Fig. 1: wiring by layer
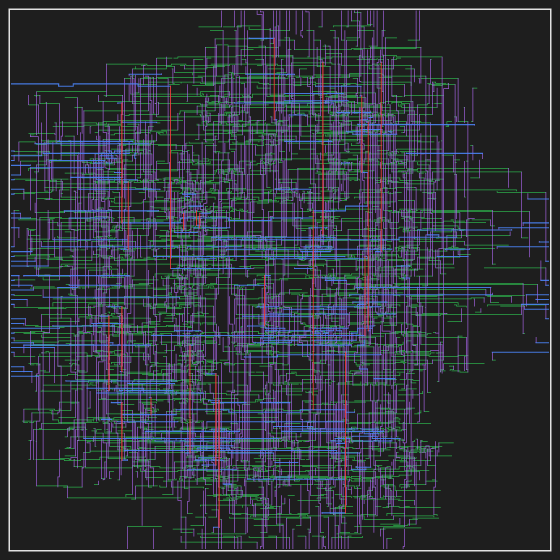
Fig. 2: placement by cell class
The bar under the picture is 50 um long. Fill, decap, tap and diode cells in grey.
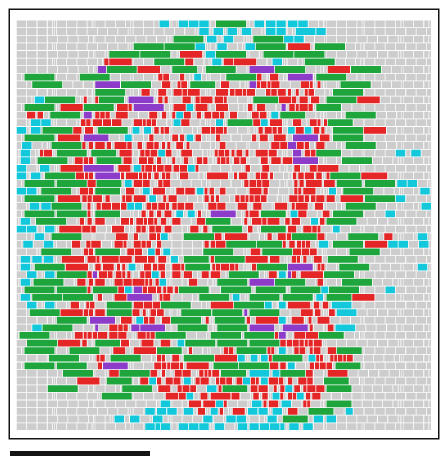
### config.mk
export PLATFORM = sky130hd
export DESIGN_NAME = pc_gen
export DESIGN_NICKNAME = d
export VERILOG_FILES = /design/src/rtl/pc_gen.sv
export SDC_FILE = /design/constraint.sdc
export NUM_CORES = 1
export LEC_CHECK = 0
export CAP_MARGIN = 5
export CORE_MARGIN = 2
export CORE_UTILIZATION = 44
export DETAILED_ROUTE_END_ITERATION = 10
export PLACE_DENSITY = 0.76
export SLEW_MARGIN = 20
export SYNTH_ARGS = -nofsm -noshare
export SYNTH_HDL_FRONTEND = slang
export SYNTH_SLANG_ARGS = --single-unit
### constraint.sdc
create_clock -name PC_clk -period 3.35 [get_ports PC_clk]
set_clock_uncertainty 0.15 [all_clocks]
set_input_delay 0.335 -clock PC_clk [delete_from_list [all_inputs] [get_ports PC_clk]]
set_output_delay 0.335 -clock PC_clk [all_outputs]
set_load 0.05 [all_outputs]
### src/rtl/pc_gen.sv
// pc_gen: program-counter generator with fixed-priority next-PC selection,
// reset/trap vectors, relative branches, a circular return-address stack,
// a halt state and misaligned-target rejection.
module pc_gen #(
    parameter int unsigned          XLEN         = 32,
    parameter logic [XLEN-1:0]      RESET_VECTOR = '0,
    parameter logic [XLEN-1:0]      TRAP_VECTOR  = XLEN'(32'h100),
    parameter int unsigned          INC          = 4,
    parameter int unsigned          ALIGN_BITS   = 2,
    parameter int unsigned          RAS_DEPTH    = 4
) (
    input  logic            PC_clk,
    input  logic            PC_rst,
    input  logic            PC_stall,
    input  logic            PC_halt,
    input  logic            PC_trap,
    input  logic            PC_jump_enb,
    input  logic [XLEN-1:0] PC_jump_add,
    input  logic            PC_branch_enb,
    input  logic [XLEN-1:0] PC_branch_off,
    input  logic            PC_call,
    input  logic            PC_ret,
    output logic [XLEN-1:0] PC_counter,
    output logic            PC_valid,
    output logic            PC_misaligned,
    output logic            PC_ras_empty,
    output logic            PC_ras_full,
    output logic            PC_ras_under
);

    localparam int unsigned PW = (RAS_DEPTH > 1) ? $clog2(RAS_DEPTH) : 1;
    localparam int unsigned CW = $clog2(RAS_DEPTH + 1);
    localparam logic [XLEN-1:0] ALIGN_MASK = XLEN'((64'(1) << ALIGN_BITS) - 64'(1));

    typedef enum logic [1:0] {S_BOOT, S_RUN, S_HALT} state_t;

    state_t          state, nxt_state;
    logic [XLEN-1:0] nxt_pc, pc_inc, ras_top, br_tgt;
    logic            nxt_mis, nxt_under, do_push, do_pop;

    logic [XLEN-1:0] ras_mem [RAS_DEPTH];
    logic [PW-1:0]   ras_wp, ras_top_idx, ras_wp_inc;
    logic [CW-1:0]   ras_cnt;

    assign pc_inc      = PC_counter + XLEN'(INC);
    assign br_tgt      = PC_counter + PC_branch_off;
    assign ras_top_idx = (ras_wp == '0) ? PW'(RAS_DEPTH - 1) : ras_wp - 1'b1;
    assign ras_wp_inc  = (ras_wp == PW'(RAS_DEPTH - 1)) ? '0 : ras_wp + 1'b1;
    assign ras_top     = ras_mem[ras_top_idx];

    assign PC_ras_empty = (ras_cnt == '0);
    assign PC_ras_full  = (ras_cnt == CW'(RAS_DEPTH));

    // Next-state / next-PC decode; halt sits just below trap and freezes the PC on the entry edge.
    always_comb begin
        nxt_state = state;
        nxt_pc    = PC_counter;
        nxt_mis   = 1'b0;
        nxt_under = 1'b0;
        do_push   = 1'b0;
        do_pop    = 1'b0;
        unique case (state)
            S_BOOT: nxt_state = S_RUN;
            S_HALT: begin
                if (PC_trap) begin
                    nxt_state = S_RUN;
                    nxt_pc    = TRAP_VECTOR;
                end
            end
            S_RUN: begin
                if (PC_trap) begin
                    nxt_pc = TRAP_VECTOR;
                end else if (PC_halt) begin
                    nxt_state = S_HALT;
                end else if (PC_ret) begin
                    if (ras_cnt == '0) begin
                        nxt_pc    = pc_inc;
                        nxt_under = 1'b1;
                    end else begin
                        // rejected return still consumes its stack entry
                        do_pop = 1'b1;
                        if ((ras_top & ALIGN_MASK) != '0) begin
                            nxt_pc  = TRAP_VECTOR;
                            nxt_mis = 1'b1;
                        end else begin
                            nxt_pc = ras_top;
                        end
                    end
                end else if (PC_call || PC_jump_enb) begin
                    if ((PC_jump_add & ALIGN_MASK) != '0) begin
                        nxt_pc  = TRAP_VECTOR;
                        nxt_mis = 1'b1;
                    end else begin
                        nxt_pc  = PC_jump_add;
                        do_push = PC_call;
                    end
                end else if (PC_branch_enb) begin
                    if ((br_tgt & ALIGN_MASK) != '0) begin
                        nxt_pc  = TRAP_VECTOR;
                        nxt_mis = 1'b1;
                    end else begin
                        nxt_pc = br_tgt;
                    end
                end else if (!PC_stall) begin
                    nxt_pc = pc_inc;
                end
            end
            default: nxt_state = S_BOOT;
        endcase
    end

    // State, PC, registered flags and RAS pointer/count.
    always_ff @(posedge PC_clk or negedge PC_rst) begin
        if (!PC_rst) begin
            state         <= S_BOOT;
            PC_counter    <= RESET_VECTOR;
            PC_valid      <= 1'b0;
            PC_misaligned <= 1'b0;
            PC_ras_under  <= 1'b0;
            ras_wp        <= '0;
            ras_cnt       <= '0;
        end else begin
            state         <= nxt_state;
            PC_counter    <= nxt_pc;
            PC_valid      <= (nxt_state == S_RUN);
            PC_misaligned <= nxt_mis;
            PC_ras_under  <= nxt_under;
            if (do_push) begin
                // pushing onto a full stack overwrites the oldest entry
                ras_wp <= ras_wp_inc;
                if (ras_cnt != CW'(RAS_DEPTH)) ras_cnt <= ras_cnt + 1'b1;
            end else if (do_pop) begin
                ras_wp  <= ras_top_idx;
                ras_cnt <= ras_cnt - 1'b1;
            end
        end
    end

    // Return-address storage; contents are only meaningful below ras_cnt.
    always_ff @(posedge PC_clk) begin
        if (PC_rst && do_push) ras_mem[ras_wp] <= pc_inc;
    end

endmodule

==> impl_metrics.xml <==
<?xml version="1.0" encoding="UTF-8"?>
<metrics>
  <group name="synth">
    <metric name="nets_in_the_synthesized_netlist" unit="">951</metric>
    <metric name="synth.largest_area_cell" unit="">sky130_fd_sc_hd__edfxtp_1</metric>
    <metric name="netlist_area" unit="mm2">0.009798</metric>
    <metric name="ys_types" unit="">80</metric>
    <metric name="synth.cellmix.compoundShare" unit="">0.1595</metric>
    <metric name="ys_warn_count" unit="">0</metric>
    <metric name="syn_avg_cell_area" unit="um2">11.66</metric>
    <metric name="cell_total_in_the_yosys_stat_output" unit="">840</metric>
    <metric name="ys_seq_share" unit="">0.4996</metric>
    <metric name="synth_adder_area_share" unit="">0.05006</metric>
    <metric name="post_synth_main_logic_family" unit="">AND-OR/OR-AND gates</metric>
    <metric name="most_common_cell" unit="">sky130_fd_sc_hd__edfxtp_1</metric>
    <metric name="synthXorXnorAreaFrac" unit="">0.04904</metric>
    <metric name="top_cells_by_count" unit="">sky130_fd_sc_hd__edfxtp_1 (128), sky130_fd_sc_hd__nand2_1 (71), sky130_fd_sc_hd__nand3_1 (53), sky130_fd_sc_hd__a21oi_1 (42), sky130_fd_sc_hd__dfrtp_1 (42)</metric>
    <metric name="ys_top_cells_by_area" unit="">sky130_fd_sc_hd__edfxtp_1 (39%), sky130_fd_sc_hd__dfrtp_1 (11%), sky130_fd_sc_hd__mux4_2 (6.9%)</metric>
  </group>
  <group name="global_routing">
    <metric name="global_route.usage.met2" unit="">0.3960</metric>
    <metric name="busiest_layer" unit="">met2</metric>
    <metric name="globalRouteMet3Util" unit="">0.06011</metric>
    <metric name="globalRoute.totalOverflow" unit="">0</metric>
  </group>
  <group name="power_and_ir_drop">
    <metric name="sequentialPower" unit="mW">2.81</metric>
    <metric name="internal_power" unit="mW">5.518</metric>
    <metric name="switching_share" unit="">0.4014</metric>
    <metric name="power.combinational.fraction" unit="">0.482</metric>
    <metric name="clockNetworkPower" unit="mW">1.96</metric>
    <metric name="ir_drop" unit="uV">406.0</metric>
    <metric name="top_power_group" unit="">combinational logic</metric>
    <metric name="pwr-share-clk" unit="">0.212</metric>
    <metric name="power.net_switching" unit="mW">3.700</metric>
    <metric name="design_power_total" unit="mW">9.218</metric>
    <metric name="sequential_group_share_of_total_power" unit="">0.305</metric>
  </group>
  <group name="worst_setup_path">
    <metric name="critical_path_peak_fanout" unit="">9</metric>
    <metric name="crit_family" unit="">simple AND/OR/NAND/NOR gates</metric>
    <metric name="end_kind" unit="">register</metric>
    <metric name="worst_ep_required_time" unit="ps">3560</metric>
    <metric name="regToRegStartpoint" unit="">PC_counter[2]$_DFFE_PN0P_</metric>
    <metric name="critPathMaxStageDelay" unit="ps">550</metric>
    <metric name="setup.worst_path.end" unit="">PC_counter[28]$_DFFE_PN0P_</metric>
    <metric name="arrival" unit="ps">3380</metric>
    <metric name="critical_path_cell_count" unit="">10</metric>
    <metric name="cp-startpoint" unit="">PC_counter[2]$_DFFE_PN0P_</metric>
    <metric name="reg2reg_setup_slack" unit="ps">190</metric>
  </group>
  <group name="drt">
    <metric name="routedLengthMet1" unit="um">11770</metric>
    <metric name="dr.pass1.iters" unit="">5</metric>
    <metric name="route.antenna.remaining_nets" unit="">0</metric>
    <metric name="highest_routed_layer" unit="">met4</metric>
    <metric name="detailroute.wirelength.met3" unit="um">2501</metric>
  </group>
  <group name="layout">
    <metric name="layout_top_cells_excl_fill_tap" unit="">sky130_fd_sc_hd__edfxtp_1 (128), sky130_fd_sc_hd__clkdlybuf4s50_1 (106), sky130_fd_sc_hd__nand2_1 (71)</metric>
    <metric name="layout-drive-gt1-share" unit="">0.1576</metric>
    <metric name="buffer_area_frac" unit="">0.1363</metric>
    <metric name="combAreaFraction" unit="">0.3769</metric>
    <metric name="nClkBuffers" unit="">19</metric>
    <metric name="n_fill_cell" unit="">1765</metric>
    <metric name="number_of_non_filler_instances_in_the_completed_layout" unit="">1276</metric>
    <metric name="final-seq-area" unit="mm2">0.004895</metric>
    <metric name="nNetsFinal" unit="">1094</metric>
    <metric name="multi_input_combinational_cell_count" unit="">593</metric>
    <metric name="layout-area-overhead-vs-synth" unit="%">23.88</metric>
  </group>
  <group name="clocking">
    <metric name="insertion_delay" unit="ps">440</metric>
    <metric name="number_of_post_cts_setup_repair_buffers" unit="">0</metric>
    <metric name="cts_tree" unit="">done</metric>
    <metric name="cts_num_sinks" unit="">170</metric>
  </group>
  <group name="floorplan">
    <metric name="core_util_floorplan" unit="">0.4490</metric>
  </group>
  <group name="outcome">
    <metric name="outcome" unit="">finished clean</metric>
  </group>
  <group name="timing">
    <metric name="finalMaxSlewViolations" unit="">0</metric>
    <metric name="report.final.setup_viol" unit="">0</metric>
    <metric name="period_used_share" unit="">0.9445</metric>
    <metric name="timing.final.hold_violations" unit="">0</metric>
    <metric name="tns" unit="ps">0</metric>
  </group>
  <group name="job">
    <metric name="max_capacitance_violation_total" unit="">0</metric>
  </group>
</metrics>
## Picture notes: Fig. 1
purple -> met2  # wire length 13,700 um
green -> met1  # wire length 11,800 um
red -> met4  # wire length 616 um
blue -> met3  # wire length 2,500 um
vias: 7,913
detail-routed net length per standard cell: 22.42 um

## Picture notes: Fig. 2
red -> all other logic  # cells 617, share of their area 40%
cyan -> other buffers and delay cells  # cells 177, share of their area 14%
purple -> clock drivers and dummy loads  # cells 32, share of their area 4.9%
green -> flip-flops  # cells 170, share of their area 42%
register share of the cell area: 0.4033
area of all placed cells without fillers: 0.01214 mm2
Std-Cell Core Area: 0.02182 mm2
fraction of the core area covered by cells at the end of the flow: 0.5562

Power is estimated from default activity; no workload was simulated.
